**src/rtl/dac_frame_sequencer_if.sv**
```systemverilog
// Sample handshake bundle between the sample source and the DAC frame sequencer.
interface dac_frame_sequencer_if #(
  parameter int DATA_W = 24
) ();
  logic [DATA_W-1:0] sample_l_i;
  logic [DATA_W-1:0] sample_r_i;
  logic              sample_valid_i;
  logic              sample_ready_o;

  modport master (
    output sample_l_i,
    output sample_r_i,
    output sample_valid_i,
    input  sample_ready_o
  );

  modport slave (
    input  sample_l_i,
    input  sample_r_i,
    input  sample_valid_i,
    output sample_ready_o
  );
endinterface

```
**src/rtl/dac_frame_sequencer.sv**
```systemverilog
// I2S frame sequencer: buffers one stereo sample pair and serializes it to a DAC
// as bclk/lrck/sdata, one frame of 2*SLOT_W bit clocks per pair, MSB first with
// the I2S one-bit delay. Empty buffer at a frame start plays silence and flags
// an underrun.
module dac_frame_sequencer #(
  parameter int DATA_W   = 24,
  parameter int SLOT_W   = 32,
  parameter int BCLK_DIV = 4
) (
  input  logic                  clk_i,
  input  logic                  rst_ni,
  input  logic                  enable_i,
  dac_frame_sequencer_if.slave  smp,
  output logic                  bclk_o,
  output logic                  lrck_o,
  output logic                  sdata_o,
  output logic                  underrun_o
);

  localparam int DIV_W = (BCLK_DIV > 1) ? $clog2(BCLK_DIV) : 1;
  localparam int BIT_W = $clog2(2 * SLOT_W);

  localparam logic [DIV_W-1:0] DIV_LAST  = DIV_W'(BCLK_DIV - 1);
  localparam logic [DIV_W-1:0] DIV_ONE   = DIV_W'(1);
  localparam logic [BIT_W-1:0] BIT_LAST  = BIT_W'(2 * SLOT_W - 1);
  localparam logic [BIT_W-1:0] BIT_ONE   = BIT_W'(1);
  localparam logic [BIT_W-1:0] SLOT_LEN  = BIT_W'(SLOT_W);
  localparam logic [BIT_W-1:0] DATA_LAST = BIT_W'(DATA_W);

  typedef enum logic [1:0] {
    ST_IDLE  = 2'd0,
    ST_RUN   = 2'd1,
    ST_DRAIN = 2'd2
  } state_t;

  state_t             state_q, state_d;
  logic [DIV_W-1:0]   div_cnt_q, div_cnt_d;
  logic [BIT_W-1:0]   bit_cnt_q, bit_cnt_d;
  logic               bclk_q, bclk_d;
  logic               lrck_q, lrck_d;
  logic               sdata_q, sdata_d;
  logic               underrun_q, underrun_d;
  logic               hold_full_q, hold_full_d;
  logic [DATA_W-1:0]  hold_l_q, hold_l_d;
  logic [DATA_W-1:0]  hold_r_q, hold_r_d;
  logic [DATA_W-1:0]  sh_l_q, sh_l_d;
  logic [DATA_W-1:0]  sh_r_q, sh_r_d;

  logic               fall_s;
  logic               frame_start_s;
  logic               accept_s;
  logic [BIT_W-1:0]   nxt_bit_s;
  logic [BIT_W-1:0]   slot_pos_s;

  // Ready depends only on the registered buffer flag, never on valid.
  assign smp.sample_ready_o = ~hold_full_q;
  assign bclk_o     = bclk_q;
  assign lrck_o     = lrck_q;
  assign sdata_o    = sdata_q;
  assign underrun_o = underrun_q;

  // Next-state: divider, bit counter, serializer, frame loading and handshake.
  always_comb begin
    state_d       = state_q;
    div_cnt_d     = div_cnt_q;
    bit_cnt_d     = bit_cnt_q;
    bclk_d        = bclk_q;
    lrck_d        = lrck_q;
    sdata_d       = sdata_q;
    underrun_d    = 1'b0;
    hold_full_d   = hold_full_q;
    hold_l_d      = hold_l_q;
    hold_r_d      = hold_r_q;
    sh_l_d        = sh_l_q;
    sh_r_d        = sh_r_q;
    fall_s        = 1'b0;
    frame_start_s = 1'b0;
    accept_s      = smp.sample_valid_i & ~hold_full_q;
    nxt_bit_s     = bit_cnt_q + BIT_ONE;
    slot_pos_s    = (nxt_bit_s >= SLOT_LEN) ? (nxt_bit_s - SLOT_LEN) : nxt_bit_s;

    case (state_q)
      ST_IDLE: begin
        div_cnt_d = '0;
        bit_cnt_d = '0;
        bclk_d    = 1'b0;
        lrck_d    = 1'b0;
        sdata_d   = 1'b0;
        if (enable_i) begin
          state_d       = ST_RUN;
          frame_start_s = 1'b1;
        end else begin
          state_d = ST_IDLE;
        end
      end
      ST_RUN, ST_DRAIN: begin
        state_d = enable_i ? ST_RUN : ST_DRAIN;
        if (div_cnt_q == DIV_LAST) begin
          div_cnt_d = '0;
          bclk_d    = ~bclk_q;
          fall_s    = bclk_q;
        end else begin
          div_cnt_d = div_cnt_q + DIV_ONE;
        end
        if (fall_s) begin
          if (bit_cnt_q == BIT_LAST) begin
            bit_cnt_d = '0;
            if (state_q == ST_DRAIN) begin
              // Draining: finish quietly instead of starting another frame.
              state_d = ST_IDLE;
              lrck_d  = 1'b0;
              sdata_d = 1'b0;
            end else begin
              frame_start_s = 1'b1;
            end
          end else begin
            bit_cnt_d = nxt_bit_s;
            lrck_d    = (nxt_bit_s >= SLOT_LEN);
            if ((slot_pos_s != '0) && (slot_pos_s <= DATA_LAST)) begin
              if (nxt_bit_s >= SLOT_LEN) begin
                sdata_d = sh_r_q[DATA_W-1];
                sh_r_d  = {sh_r_q[DATA_W-2:0], 1'b0};
              end else begin
                sdata_d = sh_l_q[DATA_W-1];
                sh_l_d  = {sh_l_q[DATA_W-2:0], 1'b0};
              end
            end else begin
              // Delay bit and slot padding are silent.
              sdata_d = 1'b0;
            end
          end
        end else begin
          bit_cnt_d = bit_cnt_q;
        end
      end
      default: begin
        state_d = ST_IDLE;
      end
    endcase

    if (frame_start_s) begin
      div_cnt_d = '0;
      bit_cnt_d = '0;
      bclk_d    = 1'b0;
      lrck_d    = 1'b0;
      sdata_d   = 1'b0;
      if (hold_full_q) begin
        sh_l_d      = hold_l_q;
        sh_r_d      = hold_r_q;
        hold_full_d = 1'b0;
      end else begin
        sh_l_d     = '0;
        sh_r_d     = '0;
        underrun_d = 1'b1;
      end
    end else begin
      underrun_d = 1'b0;
    end

    // An accept can only happen with the buffer empty, so it never collides
    // with the frame-start clear above; a same-cycle underrun frame stays silent.
    if (accept_s) begin
      hold_full_d = 1'b1;
      hold_l_d    = smp.sample_l_i;
      hold_r_d    = smp.sample_r_i;
    end else begin
      hold_l_d = hold_l_d;
    end
  end

  // State register with asynchronous active-low reset.
  always_ff @(posedge clk_i or negedge rst_ni) begin
    if (!rst_ni) begin
      state_q     <= ST_IDLE;
      div_cnt_q   <= '0;
      bit_cnt_q   <= '0;
      bclk_q      <= 1'b0;
      lrck_q      <= 1'b0;
      sdata_q     <= 1'b0;
      underrun_q  <= 1'b0;
      hold_full_q <= 1'b0;
      hold_l_q    <= '0;
      hold_r_q    <= '0;
      sh_l_q      <= '0;
      sh_r_q      <= '0;
    end else begin
      state_q     <= state_d;
      div_cnt_q   <= div_cnt_d;
      bit_cnt_q   <= bit_cnt_d;
      bclk_q      <= bclk_d;
      lrck_q      <= lrck_d;
      sdata_q     <= sdata_d;
      underrun_q  <= underrun_d;
      hold_full_q <= hold_full_d;
      hold_l_q    <= hold_l_d;
      hold_r_q    <= hold_r_d;
      sh_l_q      <= sh_l_d;
      sh_r_q      <= sh_r_d;
    end
  end

endmodule

```
**src/flat_wrapper.sv**
```systemverilog
// flat-port wrapper written by rule: the top's interface ports become plain ports
module dac_frame_sequencer_flat 
#(
  parameter int DATA_W   = 24,
  parameter int SLOT_W   = 32,
  parameter int BCLK_DIV = 4
)
  (clk_i, rst_ni, enable_i, bclk_o, lrck_o, sdata_o, underrun_o, smp_sample_l_i, smp_sample_r_i, smp_sample_valid_i, smp_sample_ready_o);
  dac_frame_sequencer_if #(.DATA_W(DATA_W)) smp_i ();
  input  logic clk_i;
  input  logic rst_ni;
  input  logic enable_i;
  output logic bclk_o;
  output logic lrck_o;
  output logic sdata_o;
  output logic underrun_o;
  input wire logic [$bits(smp_i.sample_l_i)-1:0] smp_sample_l_i;
  input wire logic [$bits(smp_i.sample_r_i)-1:0] smp_sample_r_i;
  input wire logic [$bits(smp_i.sample_valid_i)-1:0] smp_sample_valid_i;
  output wire logic [$bits(smp_i.sample_ready_o)-1:0] smp_sample_ready_o;
  assign smp_i.sample_l_i = smp_sample_l_i;
  assign smp_i.sample_r_i = smp_sample_r_i;
  assign smp_i.sample_valid_i = smp_sample_valid_i;
  assign smp_sample_ready_o = smp_i.sample_ready_o;
  dac_frame_sequencer #(.DATA_W(DATA_W), .SLOT_W(SLOT_W), .BCLK_DIV(BCLK_DIV)) u_core (.clk_i(clk_i), .rst_ni(rst_ni), .enable_i(enable_i), .smp(smp_i), .bclk_o(bclk_o), .lrck_o(lrck_o), .sdata_o(sdata_o), .underrun_o(underrun_o));
endmodule
```
**config.mk**
```make
export PLATFORM = sky130hd
export DESIGN_NAME = dac_frame_sequencer_flat
export DESIGN_NICKNAME = d
export VERILOG_FILES = /design/src/rtl/dac_frame_sequencer_if.sv /design/src/rtl/dac_frame_sequencer.sv /design/src/flat_wrapper.sv
export SDC_FILE = /design/constraint.sdc
export NUM_CORES = 1
export LEC_CHECK = 0
export CAP_MARGIN = 20
export CORE_MARGIN = 3
export CORE_UTILIZATION = 45
export DETAILED_ROUTE_END_ITERATION = 6
export PLACE_DENSITY = 0.66
export RECOVER_POWER = 50
export SYNTH_ARGS = -nofsm -noshare
export SYNTH_HDL_FRONTEND = slang
export SYNTH_SLANG_ARGS = --single-unit
```
**constraint.sdc**
```tcl
create_clock -name clk_i -period 2.7 [get_ports clk_i]
set_clock_uncertainty 0.05 [all_clocks]
set_input_delay 0.405 -clock clk_i [delete_from_list [all_inputs] [get_ports clk_i]]
set_output_delay 0.405 -clock clk_i [all_outputs]
set_load 0.01 [all_outputs]
```
layer_met1.png
Scale bar: 20 µm. Supply wires on this layer in grey.
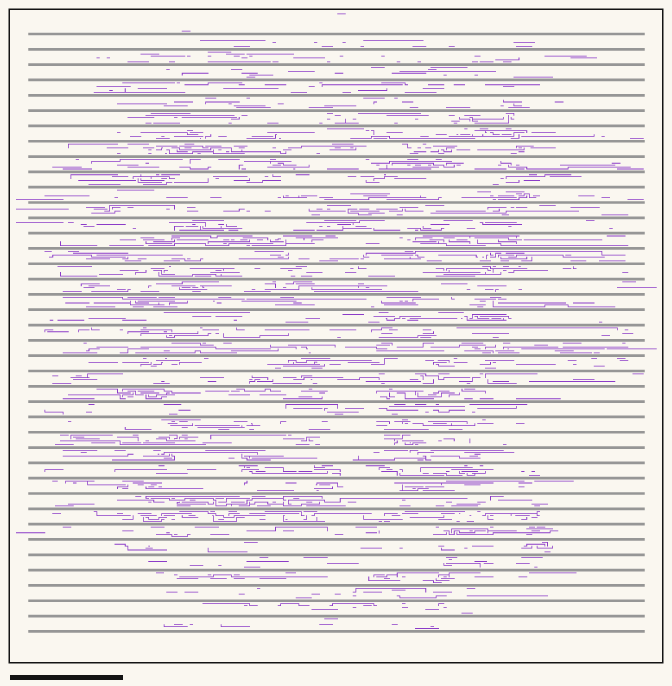
The longest straight run is 33.1 µm. The layer carries 4760 µm of wire. The wires run mostly horizontal. 560 nets have wire on it.

layer_met2.png
Cells faint in the background.
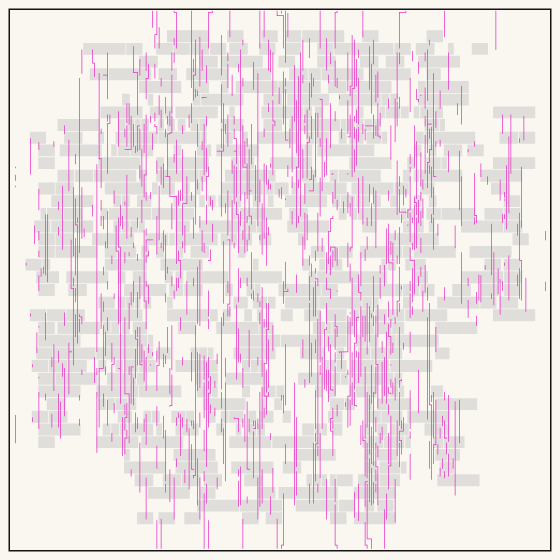
506 nets have wire on it. The longest straight run is 40.1 µm. The wires run mostly vertical. The layer carries 4890 µm of wire. The layer holds 48% of the routed length.

worst min-delay path: stages, from the launching register on:
cell     delay (ps)
dfrtp_1         340
nand2_1          50
nand2_1          60
cell type report:
type | count | area (µm²) | share of cell area (%)
Clock inverter | 4 | 55.1 | 0.868
Inverter | 49 | 184 | 2.90
Clock buffer | 11 | 243 | 3.83
Timing Repair Buffer | 66 | 667 | 10.5
Multi-Input combinational cell | 321 | 2240 | 35.3
Tap cell | 143 | 179 | 2.82
Sequential cell | 111 | 2780 | 43.8
registers in the layout, summed over array words and instances (netlist names):
register	cells
u_core.bclk_o	1
u_core.bit_cnt_q	6
u_core.div_cnt_q	2
u_core.hold_full_q	1
u_core.hold_l_q	24
u_core.hold_r_q	24
u_core.lrck_o	1
u_core.sdata_o	1
u_core.sh_l_q	24
u_core.sh_r_q	24
u_core.state_q	2
u_core.underrun_o	1
per-stage QoR:
step	instances	instance area (µm²)	setup WS, ps
after global placement	689	6060	505
after floorplan	528	5420	515
after CTS	705	6360	301
after detailed placement	689	6060	328
after global routing	705	6340	85.2
final	705	6340	288
layout by cell type, fill, tap and decap left out, drive strengths merged, types with 3 or more instances in the layout:
master,count
nor2b,5
inv,51
nor2,4
clkbuf,14
o31a,46
dfrtp,111
mux2,49
a21oi,94
a21o,3
buf,7
o21ai,54
nor3,4
ha,8
nand2,19
clkdlybuf4s50,55
nand3,6
power by group:
part | leakage (µW) | switching, µW | internal [µW]
Combinational | 0.00129 | 1190 | 1200
Sequential | 0.00132 | 456 | 2470
Clock | 0.000143 | 605 | 747
timing repair:
action                    in CTS  in global routing
hold buffers                   1                  0
hold endpoints to repair      23                  0
setup buffers                  0                  0
==> flow_summary.yaml <==
# yosys + openroad results
critical_path:
  cp.depth: 9
  start_kind: "register"
  critPathCapture: "u_core.sh_l_q[14]"
  path_cells: "inv_1 -> ha_1 -> and3_1 -> nor3b_1 -> nand2b_4 -> and2_4 -> buf_12 -> o31a_1 -> a21oi_1"
  criticalPathCategory: "register to register"
  reg2reg_from: "u_core.state_q[0]"
  crit_path_top_delay_cell: "nor3b_1"
  critPathRequiredTime_ps: 2910
  r2r_setup_slack_ps: 290
  max_stage_delay_ps: 430
  r2r-end: "u_core.sh_l_q[14]"
  critPathCaptureType: "register"
  cp.buffers_inverters: 2
  path_max_fanout: 98
  path_delay_family: "simple AND/OR/NAND/NOR gates"
  r2r_cells: 9
  crit_path_start: "u_core.state_q[0]"
  worstPathArrival_ps: 2630
global_routing:
  antenna_found_initial: 0
  grt_usage_pct: 16.5
  met3_usage_pct: 5.07
  grt_util_met1_pct: 21.9
  top_usage_layer: "met2"
  grt_pass1_vias: 3836
  grt_max_degree: 99
  met2_usage_pct: 26.3
  grt_pass1_wl_um: 17800
  gr-total-overflow: 0
hold_path:
  min_path_type: "register to register"
  worstHoldStart: "u_core.lrck_o"
  hold_end: "u_core.lrck_o"
  whs_path_depth: 2
clock_network:
  path_clk_slew_ps: 70
  clock_sinks: 111
  clockBufferDepth: 2
  numCtsBuffers: 9
  clkLatencyLatePin_ps: 350
  cts_tree: "done"
  cts_root_buf: "clkbuf_16"
  htreeDepth: 3
  cts-resized-gates: 0
routing:
  dr_wl_met2_um: 4890
  avgViaCountPerCell: 5.47
  top_layer: "met4"
  drc: 0
  drt_iter0_drc: 235
  ant_nets: 0
  drt_first_pass_iters: 4
  finalWirelength_um: 10200
  wl_met1_um: 4760
  num_vias: 3855
  wl_met3_um: 463
  wl_per_cell_um: 14.5
cells_and_area:
  post-route-util_pct: 54.6
  n_antenna_cell: 0
  nets: 618
  num-fill-cells: 1043
  drive_above_1_share_pct: 14.1
  syn2layout_area_growth_pct: 17.0
sta:
  min_period_ps: 2410
  holdWs_ps: 430
  finalHoldViolations: 0
  fin_crit_sh_pct: 89.3
  slew_viol_final: 0
  tns_ps: 0
  setup_viol: 0
  rsz0062_at_grt: "no"
  worstMarginPinSlew_ps: 1410
  fmax_ghz: 0.415
  maxSlewHeadroom_pct: 6.28
synthesis:
  ys_sh_xor_pct: 0.646
  yosys_cells: 528
  top_area_cell: "dfrtp_1"
  yosys_warnings: 0
  ys_seq_share_pct: 51.2
  top_cell: "dfrtp_1"
  synthTopCellsByArea: "dfrtp_1 51%, mux2_2 10%, a21oi_1 8.7%, o31a_1 7.4%, o21ai_0 4.7%"
  syn-instance-count: 528
  synth.avg_cell_area_um2: 10.3
  ys_sh_aoi_pct: 23.0
  syn_nets: 588
  ys_top_logic_family: "AND-OR/OR-AND gates"
  simple_gate_area_share_pct: 5.07
  yosys.cell_types.count: 40
  synth-async-reset-ratio_pct: 100
  ys_ff: 111
  fa_ha_area_share_pct: 1.85
  top_cell_area_share_pct: 51.2
  yosys_area_um2: 5420
  top_cells_by_count: "111 x dfrtp_1, 94 x a21oi_1, 51 x o21ai_0"
  mux_share_pct: 10.4
  ff_type: "dfrtp_1"
  edf_count: 0
  syn-cell-area_um2: 5420
flow_run:
  maxCapViolCount: 0
  warnings: 31
die:
  io_pins: 57
  die_y_um: 116
  rows: 39
  die-area_um2: 13400
  die_x_um: 116
  coreArea_um2: 11600
  fp_util_pct: 46.7
power_and_ir_drop:
  finalPower_uw: 6670
  p_per_area_nw_per_um2: 1050
  ir_worst_vdd_mv: 0.572
  leakagePower_uw: 0.00276
place:
  port-buffer-count: 56
  gp_congestion: 0.795
  dp_hpwl_um: 6390
run_status:
  outcome: "completed"
Power and IR drop assume default switching activity.
